File: src/rtl/inverse_factorial.sv
// Iterative inverse factorial: finds the largest n with n! <= value, one candidate per clock.
// Optional err output (value == 0) is enabled by defining INVERSE_FACTORIAL_ERR_EN.
`timescale 1ns/1ps
module inverse_factorial #(
    parameter int unsigned WIDTH = 21,
    parameter int unsigned NW    = 5
) (
    input  logic             clock,
    input  logic             reset_n,
    input  logic             start,
    input  logic [WIDTH-1:0] value,
    output logic             busy,
    output logic             done,
    output logic [NW-1:0]    n,
    output logic             exact
`ifdef INVERSE_FACTORIAL_ERR_EN
    ,
    output logic             err
`endif
);

    typedef enum logic {
        IDLE,
        RUN
    } state_t;

    state_t           state, state_d;
    logic [WIDTH-1:0] v_q, v_d;
    logic [WIDTH-1:0] prod, prod_d;
    logic [NW-1:0]    k, k_d;
    logic [NW-1:0]    n_q, n_d;
    logic             exact_q, exact_d;
    logic             busy_q, busy_d;
    logic             done_q, done_d;
    logic             zpend, zpend_d;
`ifdef INVERSE_FACTORIAL_ERR_EN
    logic             err_q, err_d;
`endif
    logic [2*WIDTH-1:0] t;

    // Full-width product so the overflow past v_q is never masked by truncation.
    assign t = (2*WIDTH)'(prod) * (2*WIDTH)'(k);

    always_comb begin
        state_d = state;
        v_d     = v_q;
        prod_d  = prod;
        k_d     = k;
        n_d     = n_q;
        exact_d = exact_q;
        busy_d  = busy_q;
        done_d  = 1'b0;
        zpend_d = 1'b0;
`ifdef INVERSE_FACTORIAL_ERR_EN
        err_d   = err_q;
`endif
        case (state)
            IDLE: begin
                // A zero operand completes one edge after acceptance without leaving IDLE,
                // so a new start can be accepted on the same edge the zero result lands.
                if (zpend) begin
                    done_d  = 1'b1;
                    n_d     = '0;
                    exact_d = 1'b0;
`ifdef INVERSE_FACTORIAL_ERR_EN
                    err_d   = 1'b1;
`endif
                end
                if (start) begin
                    if (value != '0) begin
                        v_d     = value;
                        prod_d  = WIDTH'(1);
                        k_d     = NW'(1);
                        busy_d  = 1'b1;
                        state_d = RUN;
                    end else begin
                        zpend_d = 1'b1;
                    end
                end
            end
            RUN: begin
                if (t <= (2*WIDTH)'(v_q)) begin
                    prod_d = t[WIDTH-1:0];
                    k_d    = k + NW'(1);
                end else begin
                    n_d     = k - NW'(1);
                    exact_d = (prod == v_q);
`ifdef INVERSE_FACTORIAL_ERR_EN
                    err_d   = 1'b0;
`endif
                    done_d  = 1'b1;
                    busy_d  = 1'b0;
                    state_d = IDLE;
                end
            end
            default: state_d = IDLE;
        endcase
    end

    always_ff @(posedge clock or negedge reset_n) begin
        if (!reset_n) begin
            state   <= IDLE;
            v_q     <= '0;
            prod    <= WIDTH'(1);
            k       <= NW'(1);
            n_q     <= '0;
            exact_q <= 1'b0;
            busy_q  <= 1'b0;
            done_q  <= 1'b0;
            zpend   <= 1'b0;
`ifdef INVERSE_FACTORIAL_ERR_EN
            err_q   <= 1'b0;
`endif
        end else begin
            state   <= state_d;
            v_q     <= v_d;
            prod    <= prod_d;
            k       <= k_d;
            n_q     <= n_d;
            exact_q <= exact_d;
            busy_q  <= busy_d;
            done_q  <= done_d;
            zpend   <= zpend_d;
`ifdef INVERSE_FACTORIAL_ERR_EN
            err_q   <= err_d;
`endif
        end
    end

    assign busy  = busy_q;
    assign done  = done_q;
    assign n     = n_q;
    assign exact = exact_q;
`ifdef INVERSE_FACTORIAL_ERR_EN
    assign err   = err_q;
`endif

endmodule
File: config.mk
export PLATFORM = sky130hd
export DESIGN_NAME = inverse_factorial
export DESIGN_NICKNAME = d
export VERILOG_FILES = /design/src/rtl/inverse_factorial.sv
export SDC_FILE = /design/constraint.sdc
export NUM_CORES = 1
export LEC_CHECK = 0
export ABC_AREA = 1
export CORE_MARGIN = 10
export CORE_UTILIZATION = 57
export DETAILED_ROUTE_END_ITERATION = 10
export PLACE_DENSITY = 0.77
export SKIP_LAST_GASP = 1
export SLEW_MARGIN = 10
export SYNTH_ARGS = -nofsm -noshare
export SYNTH_HDL_FRONTEND = slang
export SYNTH_SLANG_ARGS = --single-unit
export TNS_END_PERCENT = 30
File: constraint.sdc
create_clock -name clock -period 5.06 [get_ports clock]
set_clock_uncertainty 0.2 [all_clocks]
set_input_delay 0.506 -clock clock [delete_from_list [all_inputs] [get_ports clock]]
set_output_delay 0.506 -clock clock [all_outputs]
set_load 0.05 [all_outputs]
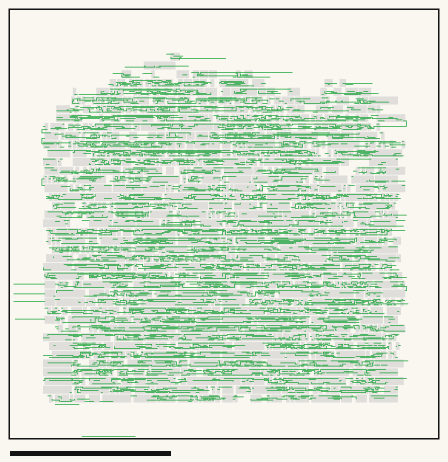
*Metal 1, run 1*
Bar = 50 um.
wire length on this layer: 9350 um
main direction: horizontal
nets with wire on the layer: 1241
share of all routed wire: 36%
longest straight run: 32.2 um

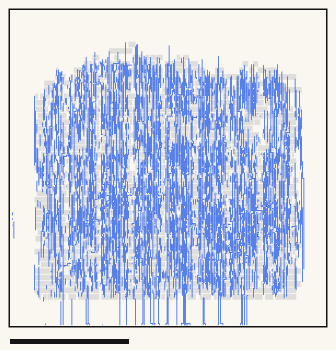
*M2 wires, run 1*
Bar = 50 um.
main direction: vertical
share of all routed wire: 49%
nets with wire on the layer: 1158
longest straight run: 40.5 um
wire length on this layer: 12600 um
routed wire length: 25900 um
routing usage on met2: 42.31%

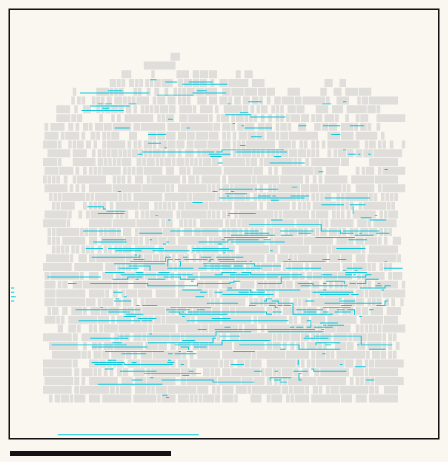
*Met3 routing, run 1*
Bar = 50 um.
nets with wire on the layer: 189
longest straight run: 43.5 um
share of all routed wire: 8.3%

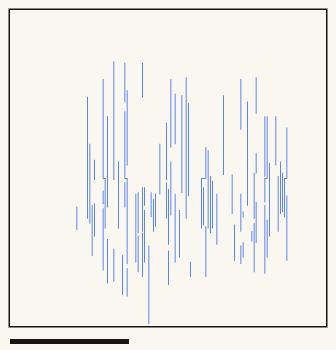
*M4 wires, run 1*
Bar = 50 um.
longest straight run: 59.2 um
nets with wire on the layer: 68

==> Slide: Implementation Results, run 1 <==
Key Metrics from the Run

Final timing
  – Worst hold-check slack: 0.1135 ns
  – Number of max-slew violations in the final report: 0
  – Setup repair after global routing missed its margin: yes
  – Setup WS post-layout: -0.4918 ns
  – Ratio of final minimum period to clock period: 109.7%
  – Min Tclk post-route: 5.552 ns
  – # setup viols final: 35

Outcome
  – Status: complete, but fails checks
  – Violations in the final reports: setup timing

Logic synthesis
  – Most numerous cell types in the synthesized netlist: 298 x sky130_fd_sc_hd__nand2_1, 256 x sky130_fd_sc_hd__inv_1, 57 x sky130_fd_sc_hd__fa_1, 57 x sky130_fd_sc_hd__ha_1, 55 x sky130_fd_sc_hd__dfrtp_1
  – Asr flop ratio synth: 100.0%
  – Syn Std Cell Area: 7257 um2
  – Synth top area share: 18.97%
  – Flip-flops with a built-in enable: 0
  – Count of mapped cells out of synthesis: 1039
  – Unique cell types: 37
  – Cell accounting for the most synthesized area: sky130_fd_sc_hd__dfrtp_1
  – Prevailing post-synth register cell: sky130_fd_sc_hd__dfrtp_1
  – Sequential-to-total area share from yosys stat: 19.69%

Floorplan
  – Die extent in y: 132.8 um
  – Number of placement rows: 41
  – Total core area: 12570 um2
  – Effective utilization at floorplan: 57.74%
  – # IOs: 32

Clocking
  – Maximum buffer depth of the clock tree: 2
  – Cts repair resizes: 125
  – CTS tree: yes
  – Clock slew seen by the registers of the worst setup and hold paths: 0.05 ns
  – Number of clock sinks: 57

Pwr
  – Proportion of power drawn by the clock network: 13.5%
  – P_int: 0.002498 W
  – Switching share of power: 49.85%
  – Seq group: 0.000848 W
  – Sequential share of power: 17.0%
  – LEAKAGE: 5.724 nW
  – Clk. pwr: 0.000673 W
  – Total power density per cell area: 498.3 nW/um2
  – Reported net switching power: 0.002483 W

Run
  – Max-cap violations: 0
  – Warning total across the stage logs: 29

Layout
  – Seq_cells: 57
  – Count of inserted antenna diode cells: 0
  – Final Util: 79.52%
  – Footprint of the multi-input gates: 5564 um2
  – Multi-input gates: 678
  – Logic share of the area: 55.67%
  – Storage element area: 1433 um2
  – Top flop regs: prod x21, v_q x21
  – # nets final: 1303
  – Number of clock-tree buffers in the layout: 14
  – Final non-filler cell area: 9995 um2

Routing
  – Vias post-DR: 7652
  – Number of design-rule violations left by the first detailed-router iteration: 1038
  – Remaining routing DRC violations: 0

Worst setup path
  – Category of the most critical setup path: reg -> reg
  – Max incr delay on CP: 0.50 ns
  – Worst path bufs/invs: 6
  – Largest fanout on the critical path: 7
  – Depth of the worst register-to-register path: 26
  – CP startpoint: k[2]
  – Critical path depth: 26
  – Critical Path End: prod[12]
  – Reg-to-reg startpoint: k[2]
  – Crit path DAT: 5.56 ns
  – Kind of cell with the highest combined delay on the critical path: adder cells
  – Startpoint class of the critical path: flip-flop

Global route
  – Final global-route overflow total: 0
  – Global-route usage over all layers: 25.53%
  – Wire length of the first global-routing pass: 36770 um
  – Maximum number of pins on one net before global-route repair: 58

Placed design
  – Cell Area, Placed: 8304 um2

Hold path
  – Worst min-delay path class: in -> async
## run 1: stage by stage
stage	setup WS [ns]	total power [W]	setup TNS, ns	std cells
floorplan	0.01959	0.002411	0	1039
global placement	-0.3648	0.003088	-8.841	1284
detailed placement	-0.4606	0.003147	-11.98	1284
CTS	-0.1648	0.004321	-3.808	1326
global route	-0.5926	0.005217	-18.51	1342
finish	-0.4918	0.004980	-14.08	1342
## run 1: routing by layer
layer / wire length (um) / vias to the layer above / share of wire (%) / GRT usage [%]
met5: 0 / - / 0 / 0
met4: 1800 / 0 / 7.0 / 12.90
met3: 2155 / 165 / 8.3 / 4.164
met2: 12590 / 505 / 49 / 42.31
met1: 9350 / 3621 / 36 / 31.40
li1: - / 3361 / - / -
## run 1: placed cells by master, fill, tap and decap left out, drive strengths merged, types with 2 or more instances in the layout
master         netlist  final
fa                  57     57
nor4                 7      7
dfrtp               55     55
nand2              305    308
and2                 2      2
buf                 32    130
nand4               19     19
clkdlybuf4s50        0     30
xnor2               15     15
a31o                 2      2
xor2                20     20
nand3b               2      2
clkbuf              18     16
nand3               72     72
a21oi               32     32
dfstp                2      2
bufinv               0      2
o21ai               25     25
inv                256    256
a31oi                3      3
o21bai               3      3
ha                  57     57
nor2                44     44
or2                  7      7
## run 1: kinds of logic (layout without fill, tap and decap cells)
| family | after synthesis | after routing | synth area share, % |
|---|---|---|---|
| simple gates | 459 | 462 | 28.64 |
| buf+inv | 307 | 435 | 16.91 |
| fa+ha+maj | 114 | 114 | 25.55 |
| compound gates | 67 | 67 | 4.983 |
| flops | 57 | 57 | 19.69 |
| xor+xnor | 35 | 35 | 4.224 |
==> inputs of run 2 (changes only) <==
Settings changed: ABC_CLOCK_PERIOD_IN_PS set to 5060, CORE_UTILIZATION 57 to 54, PLACE_DENSITY 0.77 to 0.73.
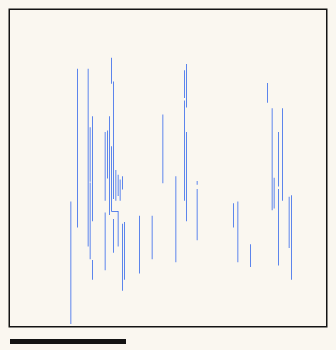
*M4 wires, run 2*
Bar = 50 um.
longest straight run: 76.2 um
main direction: vertical
share of all routed wire: 4.9%
routed wire length: 23430 um
vias post-DR: 7301

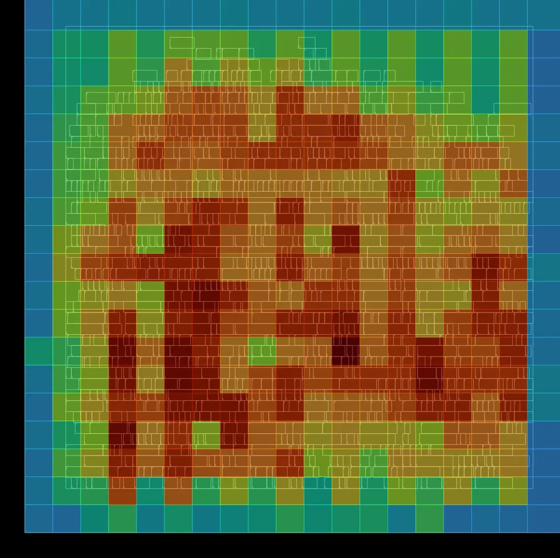
*Routing congestion, run 2*
most crowded layer after global routing: met2
routing usage on met1: 29.16%
global-route usage over all layers: 23.57%
Final Util: 76.36%

==> Slide: Implementation Results, run 2 <==
Key Metrics from the Run

Pwr
  – Reported net switching power: 0.002233 W
  – Power consumption: 0.004666 W
  – Switching share of power: 47.87%
  – LEAKAGE: 5.785 nW
  – Sequential share of power: 18.2%
  – Worst ir drop on vdd: 0.4357 mV
  – P_int: 0.002432 W
  – Total power density per cell area: 463.2 nW/um2
  – Proportion of power drawn by the clock network: 14.0%

Layout
  – Leading cell type in the layout, fill and taps excluded: sky130_fd_sc_hd__nand2_1
  – Highest-count cells in the layout ignoring fill and taps: 232 x sky130_fd_sc_hd__nand2_1, 213 x sky130_fd_sc_hd__inv_1, 126 x sky130_fd_sc_hd__buf_4
  – Top flop regs: prod x21, v_q x21
  – Final instance count without filler cells: 1358
  – # nets final: 1316
  – Count of inserted antenna diode cells: 0
  – Final non-filler cell area: 10070 um2

Clocking
  – Cts repair resizes: 83
  – Max H-tree Level: 3
  – Number of clock sinks: 57
  – Maximum buffer depth of the clock tree: 2
  – Hold buffer count at cts: 0
  – Post-CTS Setup Bufs: 20
  – Num CTS Buffers: 9
  – CTS tree: yes
  – Clock slew seen by the registers of the worst setup and hold paths: 0.05 ns

Logic synthesis
  – Flip-flops with a built-in enable: 0
  – Cell accounting for the most synthesized area: sky130_fd_sc_hd__dfrtp_1
  – Synthesized flop and latch total: 57
  – Prevailing post-synth register cell: sky130_fd_sc_hd__dfrtp_1
  – Syn Std Cell Area: 7257 um2
  – Asr flop ratio synth: 100.0%
  – Most numerous cell types in the synthesized netlist: 298 x sky130_fd_sc_hd__nand2_1, 256 x sky130_fd_sc_hd__inv_1, 57 x sky130_fd_sc_hd__fa_1, 57 x sky130_fd_sc_hd__ha_1, 55 x sky130_fd_sc_hd__dfrtp_1
  – Top cell type by instance count after synthesis: sky130_fd_sc_hd__nand2_1
  – Ranking of synthesized cells by area: sky130_fd_sc_hd__dfrtp_1 19%, sky130_fd_sc_hd__fa_1 16%, sky130_fd_sc_hd__nand2_1 15%, sky130_fd_sc_hd__inv_1 13%, sky130_fd_sc_hd__ha_1 9.8%
  – Count of mapped cells out of synthesis: 1039
  – Sequential-to-total area share from yosys stat: 19.69%
  – Synth top area share: 18.97%
  – Unique cell types: 37

Floorplan
  – Chip footprint: 18480 um2
  – # IOs: 32
  – Die extent in y: 135.9 um
  – Number of placement rows: 42
  – Total core area: 13190 um2
  – Horiz. Die Dim: 135.9 um
  – Effective utilization at floorplan: 55.02%

Worst setup path
  – CP startpoint: k[2]
  – Depth of the worst register-to-register path: 29
  – Reg-to-reg startpoint: k[2]
  – Cell with the largest stage delay on the worst path: sky130_fd_sc_hd__fa_1
  – Max incr delay on CP: 0.50 ns
  – Category of the most critical setup path: reg -> reg
  – Startpoint class of the critical path: flip-flop
  – Critical Path End: prod[14]
  – Largest fanout on the critical path: 8
  – Crit path DAT: 5.37 ns

Final timing
  – Min Tclk post-route: 5.358 ns
  – Number of max-slew violations in the final report: 0
  – Setup repair after global routing missed its margin: yes
  – Setup WS post-layout: -0.2976 ns
  – # setup viols final: 35
  – Worst hold-check slack: 0.1242 ns
  – Ratio of final minimum period to clock period: 105.9%
  – Setup Total Neg Slack: -8.334 ns

Routing
  – Antenna Nets Post-Route: 0
  – Number of design-rule violations left by the first detailed-router iteration: 827
  – Remaining routing DRC violations: 0
  – WL/cell: 17.26 um

Global route
  – Wire length of the first global-routing pass: 34870 um
  – Final global-route overflow total: 0
  – Number of global-route vias before repair: 7056
  – Maximum number of pins on one net before global-route repair: 58

Outcome
  – Status: complete, but fails checks
  – Violations in the final reports: setup timing

Hold path
  – Worst min-delay path class: in -> async

Placed design
  – Gp weighted congestion: 0.9103
  – Pre-CTS setup slack: -0.5179 ns
  – Cell Area, Placed: 8434 um2
  – Inst Count DP: 1308

Run
  – Warning total across the stage logs: 29
  – Max-cap violations: 0
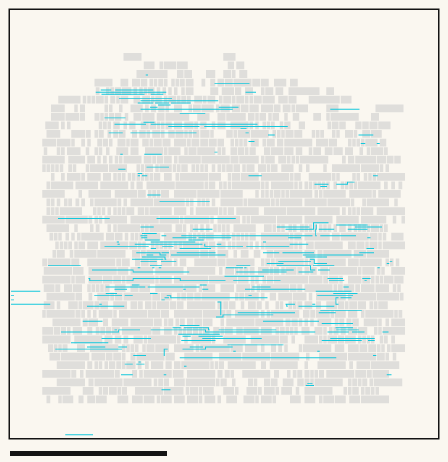
*Met3 routing, run 2*
Bar = 50 um.
main direction: horizontal
longest straight run: 49.5 um
share of all routed wire: 7.1%
wire length on this layer: 1670 um

[run 2: cell types whose count changed in the layout (fill, tap and decap cells not counted), moves of 5 or more]
cell / delta
sky130_fd_sc_hd__buf_4: +17
sky130_fd_sc_hd__inv_1: -9
sky130_fd_sc_hd__inv_2: +8
sky130_fd_sc_hd__nand2_2: +7
sky130_fd_sc_hd__nand2_1: -6
sky130_fd_sc_hd__nand2_8: -5
[run 2: cells by family (layout without fill, tap and decap cells)]
logic type                 count (synthesis)  in the layout  share of synthesized area, %
AOI/OAI and AO/OA                         67             67                         4.983
xor gates and xnor gates                  35             35                         4.224
adders and majority gates                114            114                         25.55
buffers and inverters                    307            450                         16.91
DFF                                       57             57                         19.69
and+or+nand+nor                          459            459                         28.64
[run 2: cell type report]
type                    count  area [um2]
clock buffers              12       246.5
clock inverters             3       65.06
fillers                   856        3118
inverters                 257       967.2
multi-input cells         675        5552
flip-flops and latches     57        1433
well taps                 176       220.2
repair buffers            178        1589
[run 2: metal layers]
metal / GRT usage (%) / share of wire [%]
met4: 10.30 / 4.9
met5: 0 / 0
met1: 29.16 / 38
met2: 40.09 / 50
met3: 3.284 / 7.1
[run 2: power by group through the flow]
stage | sequential (W) | combinational (W) | clock, W
2_1_floorplan | 0.000787 | 0.00162 | 0
3_3_place_gp | 0.000820 | 0.00232 | 0
3_5_place_dp | 0.000823 | 0.00239 | 0
4_1_cts | 0.000827 | 0.00267 | 0.000646
5_1_grt | 0.000862 | 0.00340 | 0.000669
6_report | 0.000847 | 0.00316 | 0.000655
[run 2: worst max-delay path, delay by kind of cell (launching register included)]
family	cells	cell delay [ns]
and+or+nand+nor	13	1.37
buffers and inverters	9	0.82
AOI/OAI and AO/OA	1	0.17
xor gates and xnor gates	1	0.13
adders and majority gates	5	2.09
DFF	1	0.45
Power and IR drop assume default switching activity.
